===== src/rtl/spi_mem_slave_fsm.sv =====
// spi_mem_slave_fsm: control sequencer for the SPI memory slave.
// Orders command, address, read and write phases and drives the datapath enables.
module spi_mem_slave_fsm #(
   parameter int ADDR_BITS    = 7,
   parameter int DATA_BITS    = 8,
   parameter int READ_LATENCY = 2,
   parameter int BURST_EN     = 1,
   localparam int CMD_BITS    = ADDR_BITS + 1,
   localparam int CNT_MAX     = (CMD_BITS > DATA_BITS) ? CMD_BITS : DATA_BITS,
   localparam int CNT_W       = $clog2(CNT_MAX + 1)
) (
   input  logic             clk,
   input  logic             reset,
   input  logic             sclk_pos,
   input  logic             cs,
   input  logic             read_write,
   output logic             miso_buff,
   output logic             dm_we,
   output logic             ad_we,
   output logic             sr_we,
   output logic             addr_inc,
   output logic             frame_err,
   output logic [3:0]       dbg_state_o,
   output logic [CNT_W-1:0] dbg_count_o
);

   typedef enum logic [3:0] {
      S_IDLE         = 4'd0,
      S_GET          = 4'd1,
      S_GOT          = 4'd2,
      S_READ_WAIT    = 4'd3,
      S_READ_LOAD    = 4'd4,
      S_READ_SHIFT   = 4'd5,
      S_READ_INC     = 4'd6,
      S_WRITE        = 4'd7,
      S_WRITE_COMMIT = 4'd8,
      S_DONE         = 4'd9
   } state_t;

   localparam logic [CNT_W-1:0] CMD_LAST  = CNT_W'(CMD_BITS - 1);
   localparam logic [CNT_W-1:0] DATA_LAST = CNT_W'(DATA_BITS - 1);
   localparam logic [3:0]       WAIT_LAST = 4'(READ_LATENCY - 1);
   localparam bit               BURST     = (BURST_EN != 0);

   state_t           state_q, state_d;
   logic [CNT_W-1:0] count_q, count_d;
   logic [3:0]       wait_q, wait_d;
   logic             frame_err_q, frame_err_d;
   logic             mid_frame;

   always_ff @(posedge clk) begin
      if (reset) begin
         state_q     <= S_IDLE;
         count_q     <= '0;
         wait_q      <= '0;
         frame_err_q <= 1'b0;
      end else begin
         state_q     <= state_d;
         count_q     <= count_d;
         wait_q      <= wait_d;
         frame_err_q <= frame_err_d;
      end
   end

   always_comb begin : next_state
      state_d     = state_q;
      count_d     = count_q;
      wait_d      = '0;
      frame_err_d = 1'b0;
      mid_frame   = 1'b0;

      // A frame counts as broken only once it has committed to partial work.
      unique case (state_q)
         S_GET, S_READ_SHIFT, S_WRITE:     mid_frame = (count_q != '0);
         S_GOT, S_READ_WAIT, S_READ_LOAD:  mid_frame = 1'b1;
         default:                          mid_frame = 1'b0;
      endcase

      if (cs) begin
         state_d     = S_IDLE;
         count_d     = '0;
         frame_err_d = mid_frame;
      end else begin
         unique case (state_q)
            S_IDLE: state_d = S_GET;
            S_GET: begin
               if (sclk_pos) begin
                  if (count_q == CMD_LAST) state_d = S_GOT;
                  else                     count_d = count_q + CNT_W'(1);
               end
            end
            S_GOT: begin
               if (read_write) state_d = S_READ_WAIT;
               else            state_d = S_WRITE;
            end
            S_READ_WAIT: begin
               if (wait_q == WAIT_LAST) state_d = S_READ_LOAD;
               else                     wait_d  = wait_q + 4'd1;
            end
            S_READ_LOAD: state_d = S_READ_SHIFT;
            S_READ_SHIFT: begin
               if (sclk_pos) begin
                  if (count_q == DATA_LAST) begin
                     if (BURST) state_d = S_READ_INC;
                     else       state_d = S_DONE;
                  end else begin
                     count_d = count_q + CNT_W'(1);
                  end
               end
            end
            S_READ_INC: state_d = S_READ_WAIT;
            S_WRITE: begin
               if (sclk_pos) begin
                  if (count_q == DATA_LAST) state_d = S_WRITE_COMMIT;
                  else                      count_d = count_q + CNT_W'(1);
               end
            end
            S_WRITE_COMMIT: begin
               if (BURST) state_d = S_WRITE;
               else       state_d = S_DONE;
            end
            S_DONE:  state_d = S_DONE;
            default: state_d = S_IDLE;
         endcase
         if (state_d != state_q) count_d = '0;
      end
   end

   always_comb begin : outputs
      miso_buff = 1'b0;
      dm_we     = 1'b0;
      ad_we     = 1'b0;
      sr_we     = 1'b0;
      addr_inc  = 1'b0;
      unique case (state_q)
         S_GOT:          ad_we     = 1'b1;
         S_READ_LOAD:    sr_we     = 1'b1;
         S_READ_SHIFT:   miso_buff = 1'b1;
         S_READ_INC:     addr_inc  = 1'b1;
         // Memory still sees the pre-increment address during this cycle.
         S_WRITE_COMMIT: begin
            dm_we    = 1'b1;
            addr_inc = BURST;
         end
         default: ;
      endcase
      frame_err = frame_err_q;
   end

   assign dbg_state_o = state_q;
   assign dbg_count_o = count_q;

endmodule


===== config.mk =====
export PLATFORM = sky130hd
export DESIGN_NAME = spi_mem_slave_fsm
export DESIGN_NICKNAME = d
export VERILOG_FILES = /design/src/rtl/spi_mem_slave_fsm.sv
export SDC_FILE = /design/constraint.sdc
export NUM_CORES = 1
export LEC_CHECK = 0
export CORE_MARGIN = 1.5
export CORE_UTILIZATION = 47
export DETAILED_ROUTE_END_ITERATION = 10
export PLACE_DENSITY = 0.86
export SYNTH_ARGS = -nofsm -noshare
export SYNTH_HDL_FRONTEND = slang
export SYNTH_SLANG_ARGS = --single-unit

===== constraint.sdc =====
create_clock -name clk -period 1.89 [get_ports clk]
set_input_delay 0.2835 -clock clk [delete_from_list [all_inputs] [get_ports clk]]
set_output_delay 0.2835 -clock clk [all_outputs]
set_load 0.03 [all_outputs]

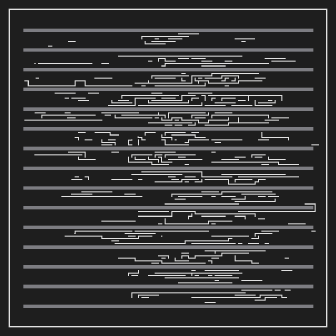
Figure 1: run 1, met1 routing.
Supply wires on this layer in grey.
main direction: horizontal
nets with wire on the layer: 107

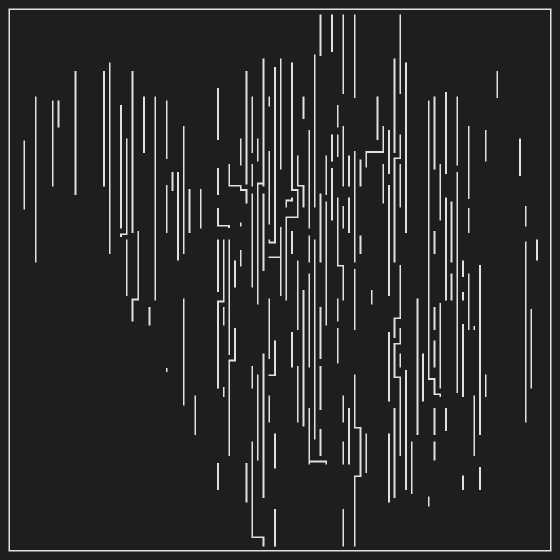
Figure 2: run 1, signal wires on met2.
wire length on this layer: 899 um
longest straight run: 22.4 um
share of all routed wire: 48%

==> flow_metrics.tcl, run 1 <==
# collected from the flow reports
set metrics [dict create \
    dpl_cell_area_um2 990 \
    dp.cells 127 \
    maxCapViolCount 0 \
    num_antenna_cells 0 \
    cts_max_path_buffers 2 \
    fill_cells 128 \
    fp.dieW_um 43.6 \
    io_buffers 18 \
    top_cells_by_count "nor2_1 (15), dfxtp_1 (13), nand2_1 (5), nand3_1 (5), nor3_1 (5)" \
    hold_viol 0 \
    cp.depth 1 \
    comb_cells 71 \
    regToRegEndpoint "dbg_count_o[3]" \
    setup_ws_ns 0.0557 \
    final_core_util_pct 67.1 \
    tap_cells 16 \
    syn_area_um2 774 \
    place_congestion 0.846 \
    top_area_share_pct 33.6 \
    grt_overflow 0 \
    grt_busiest_layer "met2" \
    cts-root-buf "clkbuf_4" \
    drtAntennaViolNets 0 \
    comb_area_share_pct 48.3 \
    clkPwrFrac_pct 36.2 \
    design_power_total_uw 488 \
    crit_family "buffers and inverters" \
    highest_layer "met4" \
    numCtsBuffers 3 \
    synth_top_cell_by_area "dfxtp_1" \
    rr_startpoint "wait_q[0]" \
    post-place-ws_ns 0.246 \
    fp_nets 102 \
    met3_usage_pct 3.75 \
    grt_pass1_vias 688 \
    buf_share_pct 20.2 \
    fin_crit_ns 1.83 \
    clkbuf_count 4 \
    antenna_found_initial 0 \
    nonClockInverterCount 4 \
    post_drt_wl_per_cell_um 14.2 \
    worstSetupPathType "flip-flop to output pin" \
    status "finished clean" \
    largest_cell_class "multi-input combinational cells" \
    p_per_area_mw_per_mm2 478 \
    yosysCellCount 93 \
    crit_buf_inv 1 \
    hold_depth 1 \
    crit_end "dbg_state_o[0]" \
    min_period_over_period_pct 97.1 \
    switchingPower_uw 115 \
]
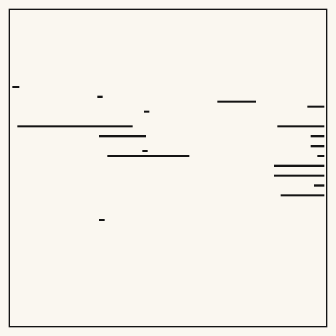
Figure 3: run 1, signal wires on met3.
main direction: horizontal
nets with wire on the layer: 14
wire length on this layer: 71.6 um
share of all routed wire: 3.9%

[run 1: logic make-up (layout without fill, tap and decap cells)]
| kind of cell | count (synthesis) | after routing | synth area share [%] |
|---|---|---|---|
| xor gates and xnor gates | 3 | 3 | 3.39 |
| DFF | 13 | 13 | 33.6 |
| buffers and inverters | 9 | 31 | 5.01 |
| muxes | 3 | 3 | 3.88 |
| adders and majority gates | 4 | 4 | 6.46 |
| and+or+nand+nor | 47 | 47 | 35.7 |
| AOI/OAI and AO/OA | 14 | 14 | 12.0 |
[run 1: worst register-to-register path, stage by stage, from the launching register on]
cell     delay [ns]
dfxtp_1        0.39
ha_1           0.16
or3b_1         0.47
nor3_1         0.19
a211o_1        0.21
nor2_1         0.08
[run 1: what timing repair did]
item	in CTS	in global routing
endpoints found under the hold margin	0	0
resized	2	1
endpoints found under the setup margin	2	1
Figure 4. Wire density map (run 1).
Scale bar: 10 um. 9 x 9 tiles, from dark purple (low) to yellow (high), scaled to the fullest tile. Values are wire area over tile area, all layers added.
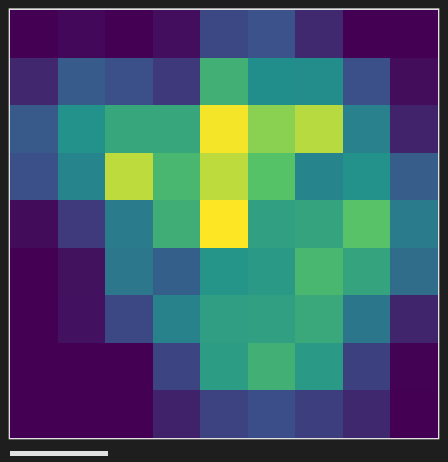

==> run 1 -> run 2 <==
Settings changed: CTS_CLUSTER_DIAMETER from default to 30, PLACE_DENSITY 0.86 to 0.82.
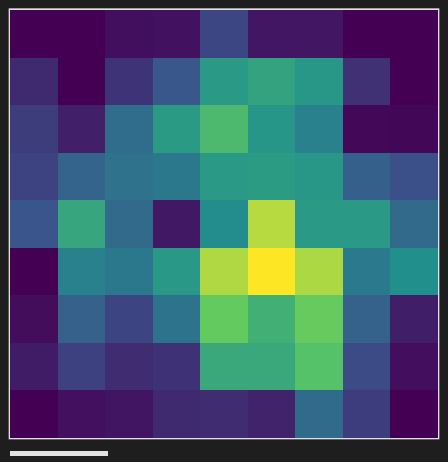
Figure 5: run 2, wire density map.
Scale bar: 10 um. 9 x 9 tiles, from dark purple (low) to yellow (high), scaled to the fullest tile. Values are wire area over tile area, all layers added.
emptiest ninth of the die: top left
tiles over half the peak: 28%
fullest tile: 0.46
densest ninth of the die: middle
mean routed wirelength per cell: 13.0 um
via count: 751

==> run 2 against run 1 <==
Net effect: clock skew decreased by 0.0029 ns; clock-buffer cell count stayed put; area after synthesis stayed put; maximum frequency is 1.6% higher; power decreased by 2.3%; critical path depth up 1; largest cell class unchanged; critical path type unchanged; setup slack gained 0.029 ns; register-to-register slack better by 0.05 ns; core utilization up 0.16 points; sequential cell count unchanged.
==> flow_metrics.tcl, run 2 <==
# collected from the flow reports
set metrics [dict create \
    dpl_cell_area_um2 997 \
    xor_share_pct 3.39 \
    grt_overflow 0 \
    min_period_over_period_pct 95.5 \
    critPathRequiredTime_ns 1.61 \
    rows 14 \
    nets 126 \
    fin_crit_ns 1.81 \
    synth-compound-area-share_pct 12.0 \
    crit_path_end_kind "output pin" \
    maxCapViolCount 0 \
    yosysCellCount 93 \
    post-place-ws_ns 0.231 \
    cts_resized 1 \
    clkPwrFrac_pct 34.9 \
    final_core_util_pct 67.2 \
    cp_slowest_cell "clkdlybuf4s50_1" \
    hold_viol 0 \
    fin_skew_ns 0.00336 \
    numCtsBuffers 3 \
    use_met1_pct 25.6 \
    cts_max_level 1 \
    antenna_found_initial 0 \
    num_antenna_cells 0 \
    met3_usage_pct 4.17 \
    dp.cells 128 \
    synth_top_cell_by_area "dfxtp_1" \
    top_area_share_pct 33.6 \
    grt_max_degree 14 \
    hold_path.class "flip-flop to flip-flop" \
    final_cells 132 \
    io_buffers 18 \
    setup_ws_ns 0.0845 \
    fp.dieW_um 43.6 \
    simple_gate_share_pct 35.7 \
    cts-root-buf "clkbuf_4" \
    p_leak_nw 0.396 \
    p_per_area_mw_per_mm2 466 \
    ys_seq_share_pct 33.6 \
    highest_layer "met4" \
    place_congestion 0.836 \
    route.met2.wl_um 836 \
    drtAntennaViolNets 0 \
    synthMuxAreaShare_pct 3.88 \
    worstSetupPathType "flip-flop to output pin" \
    fa_ha_area_share_pct 6.46 \
    cts_max_path_buffers 2 \
    design_power_total_uw 477 \
    syn_area_um2 774 \
    fp_nets 102 \
    share_seq_of_total_power_pct 57.9 \
    switchingPower_uw 104 \
    status "finished clean" \
    logic_family "simple AND/OR/NAND/NOR gates" \
    synth_flops 13 \
    postCtsSetupBuffers 0 \
    grt_busiest_layer "met2" \
    top_cells_by_count "nor2_1 (15), dfxtp_1 (13), nand2_1 (5), nand3_1 (5), nor3_1 (5)" \
    grt_pass1_vias 719 \
]
run 2: cell counts after synthesis:
No cell type changed its count.
run 2: final timing paths:
check | startpoint | endpoint | slack [ns] | cells after the start
worst max register to register | wait_q[0] | dbg_state_o[1] | 0.32 | 4
worst min register to register | wait_q[0] | wait_q[0] | 0.48 | 1
worst max-delay path | dbg_state_o[3] | dbg_state_o[3] | 0.08 | 2
worst min-delay path | wait_q[0] | wait_q[0] | 0.48 | 1
run 2: area by class of cell:
class | count | area [um^2]
clock buffers | 4 | 26.3
fillers | 123 | 499
inverters | 4 | 15.0
multi-input cells | 71 | 489
flip-flops and latches | 13 | 260
well taps | 16 | 20.0
repair buffers | 24 | 214
run 2: critical path: cells and delay by family (launching register included):
kind                   cells  cell delay [ns]
buffers and inverters      2             0.90
DFF                        1             0.35
Figure 6. Signal wires on met3 (run 2).
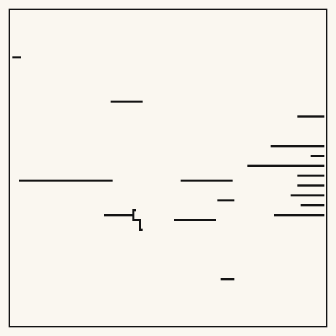

==> run 2 -> run 3 <==
Settings changed: CORE_ASPECT_RATIO from default to 1.25.
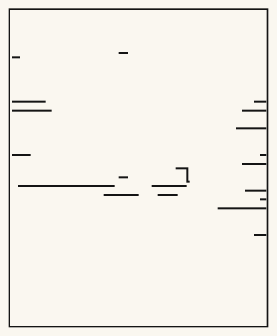
Figure 7: run 3, signal wires on met3.
share of all routed wire: 4.3%
main direction: horizontal
wire length on this layer: 73.6 um
final wirelength: 1.70 mm
via count: 742
met3 Use GR: 2.75%

==> run 3 against run 2 <==
Net effect: hold slack improved by 0.0022 ns; die area about the same; core utilization about the same; sequential power about the same; sequential share of layout area decreased by 0.61 points; setup slack improved by 0.027 ns; register-to-register slack about the same; clock-buffer cell count decreased by 1; critical path depth unchanged; largest cell class unchanged; largest power group unchanged.
==> flow_metrics.tcl, run 3 <==
# collected from the flow reports
set metrics [dict create \
    xor_share_pct 3.39 \
    logic_family "simple AND/OR/NAND/NOR gates" \
    fill_cells 137 \
    holdCritStartpoint "wait_q[0]" \
    synth_flops 13 \
    dp_hpwl_mm 1.35 \
    min_to "wait_q[0]" \
    worstPathCellList "buf_4 > clkdlybuf4s50_1" \
    place_congestion 0.824 \
    design_power_total_uw 484 \
    cp.depth 2 \
    rrSetupSlack_ns 0.31 \
    antenna_found_initial 0 \
    postCtsSetupBuffers 0 \
    io_buffers 18 \
    regToRegEndpoint "dbg_count_o[2]" \
    switchingPower_uw 112 \
    hold_path.class "flip-flop to flip-flop" \
    share_seq_of_total_power_pct 57.1 \
    crit_path_end_kind "output pin" \
    synth-warning-count 0 \
    post_drt_wl_per_cell_um 12.6 \
    rr_startpoint "dbg_count_o[0]" \
    p_per_area_mw_per_mm2 461 \
    num_antenna_cells 0 \
    hold_viol 0 \
    cts-root-buf "clkbuf_4" \
    top_area_share_pct 33.6 \
    critPathRequiredTime_ns 1.61 \
    nets 127 \
    drtAntennaViolNets 0 \
    min_period_over_period_pct 94.1 \
    fin_crit_ns 1.78 \
    post-place-ws_ns 0.217 \
    syn_area_um2 774 \
    grt_pass1_vias 716 \
    cts_max_path_buffers 2 \
    top_cells_by_count "nor2_1 (15), dfxtp_1 (13), nand2_1 (5), nand3_1 (5), nor3_1 (5)" \
    maxCapViolCount 0 \
    hold_depth 1 \
    fp.dieW_um 39.3 \
    worstSetupPathType "flip-flop to output pin" \
    fin_skew_ns 0.00520 \
    fp_nets 102 \
    final_area_mm2 0.00105 \
    cts_resized 2 \
    grt_max_degree 13 \
    ys_seq_share_pct 33.6 \
    crit_end "dbg_state_o[1]" \
    grt_busiest_layer "met2" \
    highest_layer "met4" \
    grt_overflow 0 \
    dp.cells 131 \
    final_cells 135 \
    cts_max_level 1 \
    setup.worst_path.start "dbg_state_o[1]" \
    rr_worst_depth 5 \
    final_cell_mix "nor2_1 (15), dfxtp_1 (13), clkdlybuf4s50_1 (13), buf_4 (11)" \
    fa_ha_area_share_pct 6.46 \
    clkPwrFrac_pct 35.5 \
    rows 16 \
    status "finished clean" \
    final_core_util_pct 67.2 \
    use_met1_pct 24.3 \
    simple_gate_share_pct 35.7 \
    synth-compound-area-share_pct 12.0 \
    crit_buf_inv 2 \
    crit_family "buffers and inverters" \
    route.met2.wl_um 888 \
    p_leak_nw 0.406 \
    synth_top_cell_by_area "dfxtp_1" \
    yosysCellCount 93 \
    dpl_cell_area_mm2 0.00101 \
]
run 3: cell counts after synthesis:
Identical to the previous run, type by type.
run 3: power groups by stage:
stage          combinational (mW)  clock [mW]  sequential [mW]
5_1_grt                    0.0392       0.193            0.277
3_5_place_dp               0.0350           0            0.283
3_3_place_gp               0.0345           0            0.283
6_report                   0.0358       0.172            0.277
2_1_floorplan              0.0134           0            0.286
4_1_cts                    0.0353       0.179            0.277
run 3: cell type report:
type | instances | area, um^2 | area share, %
Sequential cell | 13 | 260 | 24.8
Inverter | 4 | 15.0 | 1.43
Clock buffer | 3 | 22.5 | 2.15
Clock inverter | 1 | 5.00 | 0.477
Tap cell | 18 | 22.5 | 2.15
Multi-Input combinational cell | 71 | 503 | 47.9
Timing Repair Buffer | 25 | 221 | 21.1
No activity file was given, so power comes from the tool's default toggle rates.
